==> images/logic_types.png <==
Scale bar: 50 um.
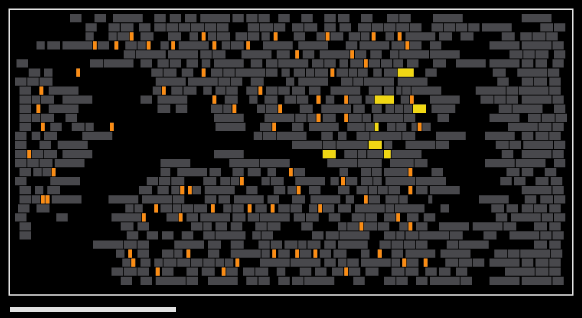
==> images/placement.png <==
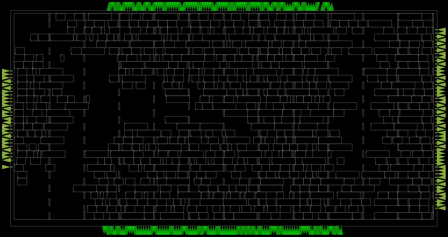
`src/rtl/alu_share_arbiter_if.sv`:
```
// Bundle of request, shared-ALU and response signals for alu_share_arbiter.
// slave is the arbiter's view; master is the requester/ALU/consumer side.
interface alu_share_arbiter_if #(
   parameter int W   = 32,
   parameter int OPW = 4
);
   logic           req0_valid;
   logic           req0_ready;
   logic [W-1:0]   req0_a;
   logic [W-1:0]   req0_b;
   logic [OPW-1:0] req0_op;

   logic           req1_valid;
   logic           req1_ready;
   logic [W-1:0]   req1_a;
   logic [W-1:0]   req1_b;
   logic [OPW-1:0] req1_op;

   logic [W-1:0]   alu_a;
   logic [W-1:0]   alu_b;
   logic [OPW-1:0] alu_op;
   logic [W-1:0]   alu_result;

   logic           rsp_valid;
   logic           rsp_ready;
   logic [W-1:0]   rsp_result;
   logic           rsp_id;

   logic           busy;

   modport slave (
      input  req0_valid, req0_a, req0_b, req0_op,
      input  req1_valid, req1_a, req1_b, req1_op,
      input  alu_result, rsp_ready,
      output req0_ready, req1_ready,
      output alu_a, alu_b, alu_op,
      output rsp_valid, rsp_result, rsp_id, busy
   );

   modport master (
      output req0_valid, req0_a, req0_b, req0_op,
      output req1_valid, req1_a, req1_b, req1_op,
      output alu_result, rsp_ready,
      input  req0_ready, req1_ready,
      input  alu_a, alu_b, alu_op,
      input  rsp_valid, rsp_result, rsp_id, busy
   );
endinterface

```
`src/rtl/alu_share_arbiter.sv`:
```
// Round-robin arbiter/sequencer sharing one combinational ALU between two
// requesters; one op in flight, result returned tagged with the port id.
module alu_share_arbiter #(
   parameter int W   = 32,
   parameter int OPW = 4
) (
   input  logic                clk,
   input  logic                reset_n,
   alu_share_arbiter_if.slave  bus,
   output logic [1:0]          o_dbg_state
);

   typedef enum logic [1:0] {
      S_IDLE = 2'd0,
      S_EXEC = 2'd1,
      S_RESP = 2'd2
   } state_t;

   state_t         r_state;
   logic           r_last_grant;
   logic [W-1:0]   r_a;
   logic [W-1:0]   r_b;
   logic [OPW-1:0] r_op;
   logic           r_id;
   logic           r_rsp_valid;
   logic [W-1:0]   r_rsp_result;
   logic           r_rsp_id;

   logic           w_can_accept;
   logic           w_sel1;
   logic           w_accept;
   logic [W-1:0]   w_win_a;
   logic [W-1:0]   w_win_b;
   logic [OPW-1:0] w_win_op;

   // Handshakes: a transfer happens on a rising edge where valid and ready
   // are both 1. reqN_ready is combinational and only asserted for the
   // round-robin winner in a cycle where the single op slot is free
   // (IDLE, or RESP with the response retiring). rsp_valid is registered and
   // rsp_result/rsp_id are held until rsp_ready is seen with rsp_valid.
   assign w_can_accept = (r_state == S_IDLE) ||
                         ((r_state == S_RESP) && bus.rsp_ready);
   assign w_sel1       = bus.req1_valid && (!bus.req0_valid || !r_last_grant);
   assign w_accept     = w_can_accept && (bus.req0_valid || bus.req1_valid);

   assign w_win_a  = w_sel1 ? bus.req1_a  : bus.req0_a;
   assign w_win_b  = w_sel1 ? bus.req1_b  : bus.req0_b;
   assign w_win_op = w_sel1 ? bus.req1_op : bus.req0_op;

   // Readies are forced low while reset is held, since the state is
   // already at IDLE then and would otherwise advertise an accept.
   assign bus.req0_ready = reset_n && w_accept && !w_sel1;
   assign bus.req1_ready = reset_n && w_accept &&  w_sel1;

   assign bus.alu_a      = r_a;
   assign bus.alu_b      = r_b;
   assign bus.alu_op     = r_op;
   assign bus.rsp_valid  = r_rsp_valid;
   assign bus.rsp_result = r_rsp_result;
   assign bus.rsp_id     = r_rsp_id;
   assign bus.busy       = (r_state != S_IDLE);
   assign o_dbg_state    = r_state;

   always_ff @(posedge clk or negedge reset_n) begin
      if (!reset_n) begin
         r_state      <= S_IDLE;
         r_last_grant <= 1'b1;
         r_a          <= '0;
         r_b          <= '0;
         r_op         <= '0;
         r_id         <= 1'b0;
         r_rsp_valid  <= 1'b0;
         r_rsp_result <= '0;
         r_rsp_id     <= 1'b0;
      end else begin
         // Operand regs only move on accept, so the ALU inputs stay quiet
         // outside EXEC.
         if (w_accept) begin
            r_a          <= w_win_a;
            r_b          <= w_win_b;
            r_op         <= w_win_op;
            r_id         <= w_sel1;
            r_last_grant <= w_sel1;
         end
         case (r_state)
            S_IDLE: begin
               if (w_accept) begin
                  r_state <= S_EXEC;
               end
            end
            S_EXEC: begin
               r_rsp_result <= bus.alu_result;
               r_rsp_id     <= r_id;
               r_rsp_valid  <= 1'b1;
               r_state      <= S_RESP;
            end
            S_RESP: begin
               if (bus.rsp_ready) begin
                  r_rsp_valid <= 1'b0;
                  r_state     <= w_accept ? S_EXEC : S_IDLE;
               end
            end
            default: begin
               r_state     <= S_IDLE;
               r_rsp_valid <= 1'b0;
            end
         endcase
      end
   end

   a_one_ready: assert property (@(posedge clk) disable iff (!reset_n)
      !(bus.req0_ready && bus.req1_ready));

   a_rsp_hold: assert property (@(posedge clk) disable iff (!reset_n)
      (bus.rsp_valid && !bus.rsp_ready) |=>
      (bus.rsp_valid && $stable(bus.rsp_result) && $stable(bus.rsp_id)));

endmodule
```
`src/flat_wrapper.sv`:
```
// flat-port wrapper written by rule: the top's interface ports become plain ports
module alu_share_arbiter_flat 
#(
   parameter int W   = 32,
   parameter int OPW = 4
)
  (clk, reset_n, o_dbg_state, bus_req0_valid, bus_req0_a, bus_req0_b, bus_req0_op, bus_req1_valid, bus_req1_a, bus_req1_b, bus_req1_op, bus_alu_result, bus_rsp_ready, bus_req0_ready, bus_req1_ready, bus_alu_a, bus_alu_b, bus_alu_op, bus_rsp_valid, bus_rsp_result, bus_rsp_id, bus_busy);
  alu_share_arbiter_if #(.W(W), .OPW(OPW)) bus_i ();
  input  logic clk;
  input  logic reset_n;
  output logic [1:0] o_dbg_state;
  input wire logic [$bits(bus_i.req0_valid)-1:0] bus_req0_valid;
  input wire logic [$bits(bus_i.req0_a)-1:0] bus_req0_a;
  input wire logic [$bits(bus_i.req0_b)-1:0] bus_req0_b;
  input wire logic [$bits(bus_i.req0_op)-1:0] bus_req0_op;
  input wire logic [$bits(bus_i.req1_valid)-1:0] bus_req1_valid;
  input wire logic [$bits(bus_i.req1_a)-1:0] bus_req1_a;
  input wire logic [$bits(bus_i.req1_b)-1:0] bus_req1_b;
  input wire logic [$bits(bus_i.req1_op)-1:0] bus_req1_op;
  input wire logic [$bits(bus_i.alu_result)-1:0] bus_alu_result;
  input wire logic [$bits(bus_i.rsp_ready)-1:0] bus_rsp_ready;
  output wire logic [$bits(bus_i.req0_ready)-1:0] bus_req0_ready;
  output wire logic [$bits(bus_i.req1_ready)-1:0] bus_req1_ready;
  output wire logic [$bits(bus_i.alu_a)-1:0] bus_alu_a;
  output wire logic [$bits(bus_i.alu_b)-1:0] bus_alu_b;
  output wire logic [$bits(bus_i.alu_op)-1:0] bus_alu_op;
  output wire logic [$bits(bus_i.rsp_valid)-1:0] bus_rsp_valid;
  output wire logic [$bits(bus_i.rsp_result)-1:0] bus_rsp_result;
  output wire logic [$bits(bus_i.rsp_id)-1:0] bus_rsp_id;
  output wire logic [$bits(bus_i.busy)-1:0] bus_busy;
  assign bus_i.req0_valid = bus_req0_valid;
  assign bus_i.req0_a = bus_req0_a;
  assign bus_i.req0_b = bus_req0_b;
  assign bus_i.req0_op = bus_req0_op;
  assign bus_i.req1_valid = bus_req1_valid;
  assign bus_i.req1_a = bus_req1_a;
  assign bus_i.req1_b = bus_req1_b;
  assign bus_i.req1_op = bus_req1_op;
  assign bus_i.alu_result = bus_alu_result;
  assign bus_i.rsp_ready = bus_rsp_ready;
  assign bus_req0_ready = bus_i.req0_ready;
  assign bus_req1_ready = bus_i.req1_ready;
  assign bus_alu_a = bus_i.alu_a;
  assign bus_alu_b = bus_i.alu_b;
  assign bus_alu_op = bus_i.alu_op;
  assign bus_rsp_valid = bus_i.rsp_valid;
  assign bus_rsp_result = bus_i.rsp_result;
  assign bus_rsp_id = bus_i.rsp_id;
  assign bus_busy = bus_i.busy;
  alu_share_arbiter #(.W(W), .OPW(OPW)) u_core (.clk(clk), .reset_n(reset_n), .bus(bus_i), .o_dbg_state(o_dbg_state));
endmodule
```
`config.mk`:
```
export PLATFORM = sky130hd
export DESIGN_NAME = alu_share_arbiter_flat
export DESIGN_NICKNAME = d
export VERILOG_FILES = /design/src/rtl/alu_share_arbiter_if.sv /design/src/rtl/alu_share_arbiter.sv /design/src/flat_wrapper.sv
export SDC_FILE = /design/constraint.sdc
export NUM_CORES = 1
export LEC_CHECK = 0
export CORE_ASPECT_RATIO = 0.5
export CORE_UTILIZATION = 35
export CTS_CLUSTER_DIAMETER = 80
export DETAILED_ROUTE_END_ITERATION = 16
export PLACE_DENSITY = 0.8
export REMOVE_ABC_BUFFERS = 1
export SLEW_MARGIN = 25
export SYNTH_ARGS = -nofsm -noshare
export SYNTH_HDL_FRONTEND = slang
export SYNTH_SLANG_ARGS = --single-unit
```
`constraint.sdc`:
```
create_clock -name clk -period 1.7 [get_ports clk]
set_input_delay 0.34 -clock clk [delete_from_list [all_inputs] [get_ports clk]]
set_output_delay 0.34 -clock clk [all_outputs]
set_load 0.01 [all_outputs]
```
==> run_summary.xml <==
<?xml version="1.0" encoding="UTF-8"?>
<metrics>
  <group name="status">
    <metric name="failed_checks" unit="">setup timing</metric>
    <metric name="status" unit="">complete, but fails checks</metric>
  </group>
  <group name="timing">
    <metric name="post-route-worst-setup-slack" unit="ns">-0.119</metric>
    <metric name="setup_viol" unit="">71</metric>
    <metric name="hold_ws" unit="ns">0.0750</metric>
    <metric name="achievable-frequency" unit="MHz">550</metric>
    <metric name="final_min_period_over_clock_period" unit="%">107</metric>
  </group>
  <group name="grt">
    <metric name="gr-usage-met3" unit="%">5.64</metric>
  </group>
  <group name="power_and_ir_drop">
    <metric name="pwr-share-comb" unit="%">53.1</metric>
    <metric name="combinationalPower" unit="W">0.00733</metric>
    <metric name="worst_ir_drop_vdd" unit="uV">653</metric>
    <metric name="clock_power_share" unit="%">14.7</metric>
    <metric name="clockNetworkPower" unit="W">0.00203</metric>
  </group>
  <group name="setup_path">
    <metric name="end_kind" unit="">flop</metric>
    <metric name="worstPathBufferInverterCount" unit="">2</metric>
    <metric name="worstPathCellList" unit="">buf_4 -&gt; nor2b_1 -&gt; or4b_4 -&gt; buf_12 -&gt; o221a_2</metric>
    <metric name="critical_path_required" unit="ns">1.93</metric>
    <metric name="setup.worst_path.class" unit="">reg -&gt; reg</metric>
    <metric name="crit_arrival" unit="ns">2.05</metric>
  </group>
  <group name="placed_design">
    <metric name="gp_congestion" unit="">0.829</metric>
    <metric name="dpl_ws" unit="ns">-0.855</metric>
  </group>
  <group name="cells_and_area">
    <metric name="antenna_diode_count" unit="">0</metric>
    <metric name="combinational_area" unit="mm2">0.00182</metric>
    <metric name="layout.area.seq" unit="mm2">0.00266</metric>
    <metric name="layout.cells.most_common_list" unit="">sky130_fd_sc_hd__clkdlybuf4s50_1, sky130_fd_sc_hd__dfrtp_1, sky130_fd_sc_hd__inv_1</metric>
    <metric name="final_design_area_no_fill" unit="mm2">0.00832</metric>
  </group>
  <group name="route">
    <metric name="drt.antenna.violating_nets" unit="">0</metric>
    <metric name="dr.pass1.iters" unit="">4</metric>
    <metric name="post_route_drc_violation_count" unit="">0</metric>
  </group>
  <group name="hold_path">
    <metric name="hp-class" unit="">in -&gt; async</metric>
  </group>
  <group name="synth">
    <metric name="post_synth.cell_area_avg" unit="um2">12.0</metric>
    <metric name="post_synth_regs" unit="">106</metric>
    <metric name="synthesis.yosys.warnings" unit="">0</metric>
    <metric name="yosys_cells" unit="">406</metric>
  </group>
  <group name="cts">
    <metric name="cts_root_buffer" unit="">sky130_fd_sc_hd__clkbuf_16</metric>
    <metric name="clkLatencyLatePin" unit="ns">0.34</metric>
  </group>
  <group name="floorplanning">
    <metric name="die_h" unit="um">85.4</metric>
    <metric name="die_w" unit="um">169</metric>
  </group>
</metrics>
-- logic_types.png (at the start) --
yellow -> nor cells  # cells 7
orange -> inv cells  # cells 71

-- placement.png (at the start) --
Core Area: 0.0136 mm2
Layout fillers: 1062
Tap Count: 192
FP Rows: 30

-- worst paths after layout --
kind                                       from                     to  slack [ns]  depth (start not counted)
hold / removal                          reset_n   u_core.bus.alu_a[11]        0.07                          2
setup reg to reg            u_core.r_last_grant   u_core.bus.alu_a[18]       -0.12                          5
hold reg to reg            u_core.bus.rsp_valid   u_core.bus.rsp_valid        0.49                          1
max in group asynchronous               reset_n  u_core.o_dbg_state[0]        1.04                          2
setup / recovery            u_core.r_last_grant   u_core.bus.alu_a[18]       -0.12                          5
min in group clk                  bus_rsp_ready   u_core.bus.rsp_valid        0.48                          3
-- kinds of logic (layout without fill, tap and decap cells) --
family	count (synthesis)	in the layout	synth area share (%)
mux	33	33	7.63
compound gates	142	142	27.1
simple gates	12	12	1.44
buf+inv	113	390	9.37
flops	106	106	54.5
No activity file was given, so power comes from the tool's default toggle rates.
